`config.mk`:
```
export PLATFORM = sky130hd
export DESIGN_NAME = load_store_unit
export DESIGN_NICKNAME = d
export VERILOG_FILES = /design/src/rtl/lsu_pkg.sv /design/src/rtl/lsu_lane_ctl.sv /design/src/rtl/load_store_unit.sv
export SDC_FILE = /design/constraint.sdc
export NUM_CORES = 1
export LEC_CHECK = 0
export CAP_MARGIN = 10
export CORE_MARGIN = 1.5
export CORE_UTILIZATION = 50
export DETAILED_ROUTE_END_ITERATION = 10
export DONT_BUFFER_PORTS = 1
export PLACE_DENSITY_LB_ADDON = 0.08
export REMOVE_ABC_BUFFERS = 1
export SYNTH_ARGS = -nofsm -noshare
export SYNTH_HDL_FRONTEND = slang
export SYNTH_SLANG_ARGS = --single-unit
```
`constraint.sdc`:
```
create_clock -name clk -period 2.63 [get_ports clk]
set_input_delay 0.526 -clock clk [delete_from_list [all_inputs] [get_ports clk]]
set_output_delay 0.526 -clock clk [all_outputs]
set_load 0.02 [all_outputs]
```
`src/rtl/lsu_pkg.sv`:
```
// Shared definitions for the load/store unit: size codes, FSM states and
// big-endian lane helpers.
package lsu_pkg;

  localparam logic [1:0] SZ_BYTE = 2'b00;
  localparam logic [1:0] SZ_HALF = 2'b01;
  localparam logic [1:0] SZ_WORD = 2'b10;

  typedef enum logic [2:0] {
    S_IDLE,
    S_RD,
    S_RD_WAIT,
    S_WR,
    S_RESP
  } lsu_state_e;

  // Size code 2'b11 behaves as a word, so only bit 1 matters here.
  function automatic logic isWord(input logic [1:0] sz);
    return sz[1];
  endfunction

  function automatic logic isMisaligned(input logic [1:0] sz, input logic [1:0] off);
    if (sz[1]) return (off != 2'b00);
    if (sz == SZ_HALF) return off[0];
    return 1'b0;
  endfunction

  function automatic logic [7:0] laneByte(input logic [31:0] w, input logic [1:0] off);
    case (off)
      2'd0:    return w[31:24];
      2'd1:    return w[23:16];
      2'd2:    return w[15:8];
      default: return w[7:0];
    endcase
  endfunction

  function automatic logic [15:0] laneHalf(input logic [31:0] w, input logic h);
    return h ? w[15:0] : w[31:16];
  endfunction

endpackage

```
`src/rtl/lsu_lane_ctl.sv`:
```
// Combinational lane logic: extracts/extends load data and merges store data
// into the word read back from memory.
module lsu_lane_ctl
  import lsu_pkg::*;
(
  input  logic [31:0] rdata_i,
  input  logic [15:0] wdata_i,
  input  logic [1:0]  offset_i,
  input  logic [2:0]  op_i,
  output logic [31:0] loadData_o,
  output logic [31:0] storeWord_o
);

  function automatic logic [31:0] extendLoad(input logic [31:0] rdata,
                                             input logic [1:0]  off,
                                             input logic [2:0]  op);
    logic [7:0]  b;
    logic [15:0] h;
    b = laneByte(rdata, off);
    h = laneHalf(rdata, off[1]);
    case (op[1:0])
      SZ_BYTE: return op[2] ? {24'b0, b} : {{24{b[7]}}, b};
      SZ_HALF: return op[2] ? {16'b0, h} : {{16{h[15]}}, h};
      default: return rdata;
    endcase
  endfunction

  function automatic logic [31:0] mergeStore(input logic [31:0] rdata,
                                             input logic [15:0] wdata,
                                             input logic [1:0]  off,
                                             input logic [2:0]  op);
    logic [31:0] m;
    m = rdata;
    if (op[1:0] == SZ_BYTE) begin
      case (off)
        2'd0:    m[31:24] = wdata[7:0];
        2'd1:    m[23:16] = wdata[7:0];
        2'd2:    m[15:8]  = wdata[7:0];
        default: m[7:0]   = wdata[7:0];
      endcase
    end else if (op[1:0] == SZ_HALF) begin
      if (off[1]) m[15:0]  = wdata;
      else        m[31:16] = wdata;
    end
    return m;
  endfunction

  assign loadData_o  = extendLoad(rdata_i, offset_i, op_i);
  assign storeWord_o = mergeStore(rdata_i, wdata_i, offset_i, op_i);

endmodule

```
`src/rtl/load_store_unit.sv`:
```
// MEM-stage load/store controller: one request at a time, read-modify-write
// for sub-word stores, one response per accepted request.
module load_store_unit
  import lsu_pkg::*;
#(
  parameter int unsigned MEM_BYTES = 1024
) (
  input  logic        clk,
  input  logic        rst_n,
  input  logic        req_valid,
  output logic        req_ready,
  input  logic        req_we,
  input  logic [2:0]  req_op,
  input  logic [31:0] req_addr,
  input  logic [31:0] req_wdata,
  input  logic [4:0]  req_rd,
  output logic        resp_valid,
  output logic [31:0] resp_data,
  output logic [4:0]  resp_rd,
  output logic        resp_misalign,
  output logic        resp_range,
  output logic        mem_read,
  output logic        mem_write,
  output logic [31:0] mem_addr,
  output logic [31:0] mem_wdata,
  input  logic [31:0] mem_rdata
);

  lsu_state_e  state_q, state_d;
  logic        we_q, we_d;
  logic [2:0]  op_q, op_d;
  logic [31:0] addr_q, addr_d;
  logic [15:0] wdata_q, wdata_d;
  logic [4:0]  rd_q, rd_d;
  logic [31:0] memWdata_q, memWdata_d;
  logic [31:0] respData_q, respData_d;
  logic [4:0]  respRd_q, respRd_d;
  logic        respMis_q, respMis_d;
  logic        respRange_q, respRange_d;

  logic        reqMis, reqRange;
  logic [31:0] loadData, storeWord;

  assign reqMis   = isMisaligned(req_op[1:0], req_addr[1:0]);
  assign reqRange = (req_addr >= 32'(MEM_BYTES));

  lsu_lane_ctl u_lane (
    .rdata_i     (mem_rdata),
    .wdata_i     (wdata_q),
    .offset_i    (addr_q[1:0]),
    .op_i        (op_q),
    .loadData_o  (loadData),
    .storeWord_o (storeWord)
  );

  // Response registers only change on entry to RESP so they hold otherwise.
  always_comb begin
    state_d     = state_q;
    we_d        = we_q;
    op_d        = op_q;
    addr_d      = addr_q;
    wdata_d     = wdata_q;
    rd_d        = rd_q;
    memWdata_d  = memWdata_q;
    respData_d  = respData_q;
    respRd_d    = respRd_q;
    respMis_d   = respMis_q;
    respRange_d = respRange_q;
    case (state_q)
      S_IDLE: begin
        if (req_valid) begin
          we_d    = req_we;
          op_d    = req_op;
          addr_d  = req_addr;
          wdata_d = req_wdata[15:0];
          rd_d    = req_rd;
          if (reqMis || reqRange) begin
            state_d     = S_RESP;
            respData_d  = 32'b0;
            respRd_d    = req_rd;
            respMis_d   = reqMis;
            respRange_d = !reqMis && reqRange;
          end else if (req_we && isWord(req_op[1:0])) begin
            state_d    = S_WR;
            memWdata_d = req_wdata;
          end else begin
            state_d = S_RD;
          end
        end
      end
      S_RD: state_d = S_RD_WAIT;
      S_RD_WAIT: begin
        if (we_q) begin
          state_d    = S_WR;
          memWdata_d = storeWord;
        end else begin
          state_d     = S_RESP;
          respData_d  = loadData;
          respRd_d    = rd_q;
          respMis_d   = 1'b0;
          respRange_d = 1'b0;
        end
      end
      S_WR: begin
        state_d     = S_RESP;
        respData_d  = 32'b0;
        respRd_d    = rd_q;
        respMis_d   = 1'b0;
        respRange_d = 1'b0;
      end
      S_RESP:  state_d = S_IDLE;
      default: state_d = S_IDLE;
    endcase
  end

  always_ff @(posedge clk or negedge rst_n) begin
    if (!rst_n) begin
      state_q     <= S_IDLE;
      we_q        <= 1'b0;
      op_q        <= 3'b0;
      addr_q      <= 32'b0;
      wdata_q     <= 16'b0;
      rd_q        <= 5'b0;
      memWdata_q  <= 32'b0;
      respData_q  <= 32'b0;
      respRd_q    <= 5'b0;
      respMis_q   <= 1'b0;
      respRange_q <= 1'b0;
    end else begin
      state_q     <= state_d;
      we_q        <= we_d;
      op_q        <= op_d;
      addr_q      <= addr_d;
      wdata_q     <= wdata_d;
      rd_q        <= rd_d;
      memWdata_q  <= memWdata_d;
      respData_q  <= respData_d;
      respRd_q    <= respRd_d;
      respMis_q   <= respMis_d;
      respRange_q <= respRange_d;
    end
  end

  assign req_ready     = (state_q == S_IDLE);
  assign resp_valid    = (state_q == S_RESP);
  assign resp_data     = respData_q;
  assign resp_rd       = respRd_q;
  assign resp_misalign = respMis_q;
  assign resp_range    = respRange_q;
  assign mem_read      = (state_q == S_RD);
  assign mem_write     = (state_q == S_WR);
  assign mem_addr      = {addr_q[31:2], 2'b00};
  assign mem_wdata     = memWdata_q;

endmodule
```
==> run summary <==
Antenna Nets Post-Route: 0
fraction of area in registers: 42.0%
number of DRC markers in iteration 0: 430
antenna violations before repair: 0
Non-clock buffer share: 2.66%
crit-path max FO: 47
Max-Cap Viols: 0
r2r setup slk: 400 ps
WP data arrival: 2530 ps
comb pwr: 0.740 mW
Clock Power Share: 44.9%
and-or/or-and share of the synthesized area: 13.1%
Flop area: 3280 µm²
Min-Delay Path Class: input pin to asynchronous set/reset pin
synth warn: 0
Max transition margin: 48.6%
Overall Power: 5.64 mW
setup_tns: 0 ps
Final Hold Viols: 131
Comb/total area: 42.1%
Syn Inst Count: 778
vias per cell: 5.89
Top cells excl fill/tap: 205 x nand2_1, 130 x dfrtp_1, 48 x mux2i_1
Seq share, synth: 45.5%
cts repair resizes: 0
clock buf count: 19
dpl hpwl: 13100 µm
Well-Tap Cells: 180
Initial DRT Pass Iterations: 5
kind of critical path: flip-flop to flip-flop
status: complete, but fails checks
core area: 14000 µm²
Commonest flop: dfrtp_1
tool warnings: 29
CP Launch Point: state_q[2]
failing checks: negative hold slack
number of non-clock inverters in the layout: 44
CP endpoint: mem_wdata[7]
area leader, netlist: dfrtp_1
flop count: 131
Synth top area share: 45.5%
post-synth area from yosys stat: 7200 µm²
Critical Path RT: 2930 ps
cell count in the Yosys report: 778
clock-cell share of area: 8.15%
Post-synth EDFFs: 0
Die Area: 15100 µm²
dpl cell area: 7170 µm²
period utilization: 84.6%
CP Depth: 5
Setup Buffers After CTS: 0
Logic pwr share: 13.1%
top post-synthesis cells by area: dfrtp_1 46%, nand2_1 11%, mux2i_1 6.7%, mux2_2 5.5%, mux2_4 4.6%
global-route wire length before repair: 30400 µm
post-synthesis cell type count: 43
Max Root-Sink Buffers: 2
Yosys reg bits: 131
Leading cell kind: combinational gates
Setup violations, final: 0
largest net degree at the start of global routing: 132
IO Pins: 215
input/output buffers: 0
crit-path leading delay family: simple AND/OR/NAND/NOR gates
hold_ws: -202 ps
Top logic family: multiplexers
number of logic gates: 520
switching share of power: 27.8%
[metal layers]
layer | up-vias | global-route usage (%) | part of all wire [%] | wire length, µm
met5 | - | 0 | 0 | 0
met4 | 0 | 12.3 | 2.8 | 539
met3 | 38 | 10.3 | 10 | 2020
met2 | 238 | 42.8 | 47 | 9240
met1 | 2651 | 31.5 | 40 | 7760
li1 | 2535 | - | - | -
[Yosys cell counts (all sizes together), types with 2 or more instances]
library cell and n:
a21o 2, mux2i 48, nor4 5, inv 43, clkbuf 30, dfrtp 131, a211oi 8, mux2 60
nor2 10, a32oi 2, a21oi 34, nand4 2, buf 54, o22ai 36, nor2b 8, nor3b 10
a221oi 8, a31oi 8, o21ai 48, nand2b 3, nand2 206, nor3 11
Fig. 1: metal 3
Drawn at 3 px/µm. Cells faint in the background.
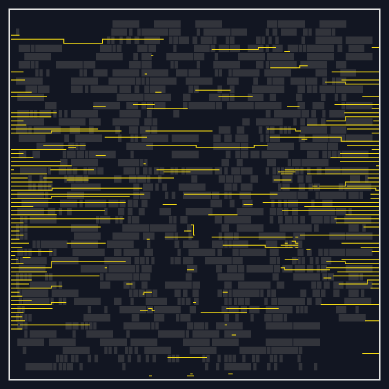
- share of all routed wire: 10%
- wire length on this layer: 2020 µm
- main direction: horizontal
via count: 5462
drt total wl: 19600 µm
met3 usage in global routing: 10.3%

Fig. 2: cell sizes after repair
Drawn at 2 px/µm.
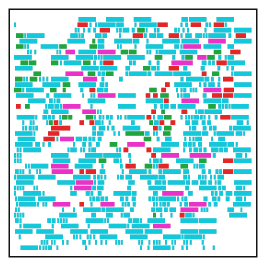
- red: _3 and _4 cells (cells 48; share 6.4%; most used mux2_4)
- green: _2 cells (cells 48; share 6.4%; most used mux2_2)
- cyan: _0 and _1 cells (cells 625; share 84%; most used nand2_1)
- magenta: _6 and larger (cells 27; share 3.6%; most used clkbuf_16)

Fig. 3: wiring heat map
Drawn at 3 px/µm. 25 x 25 tiles, from dark purple (low) to yellow (high), scaled to the fullest tile. Values are wire area over tile area, all layers added.
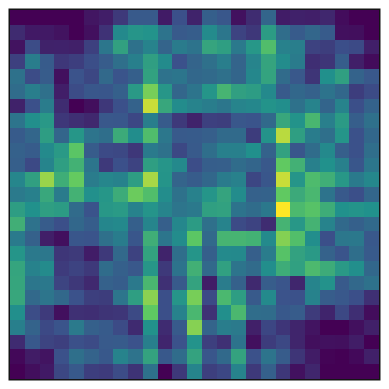
- tiles over half the peak: 21%
- fullest tile: 0.63
- densest ninth of the die: east
- nearly empty tiles: 3.4%
- mean over tiles: 0.22
total track usage: 26.6%
WL/cell: 21.1 µm

Power figures rest on the tool's default switching activity, not on a simulated workload.
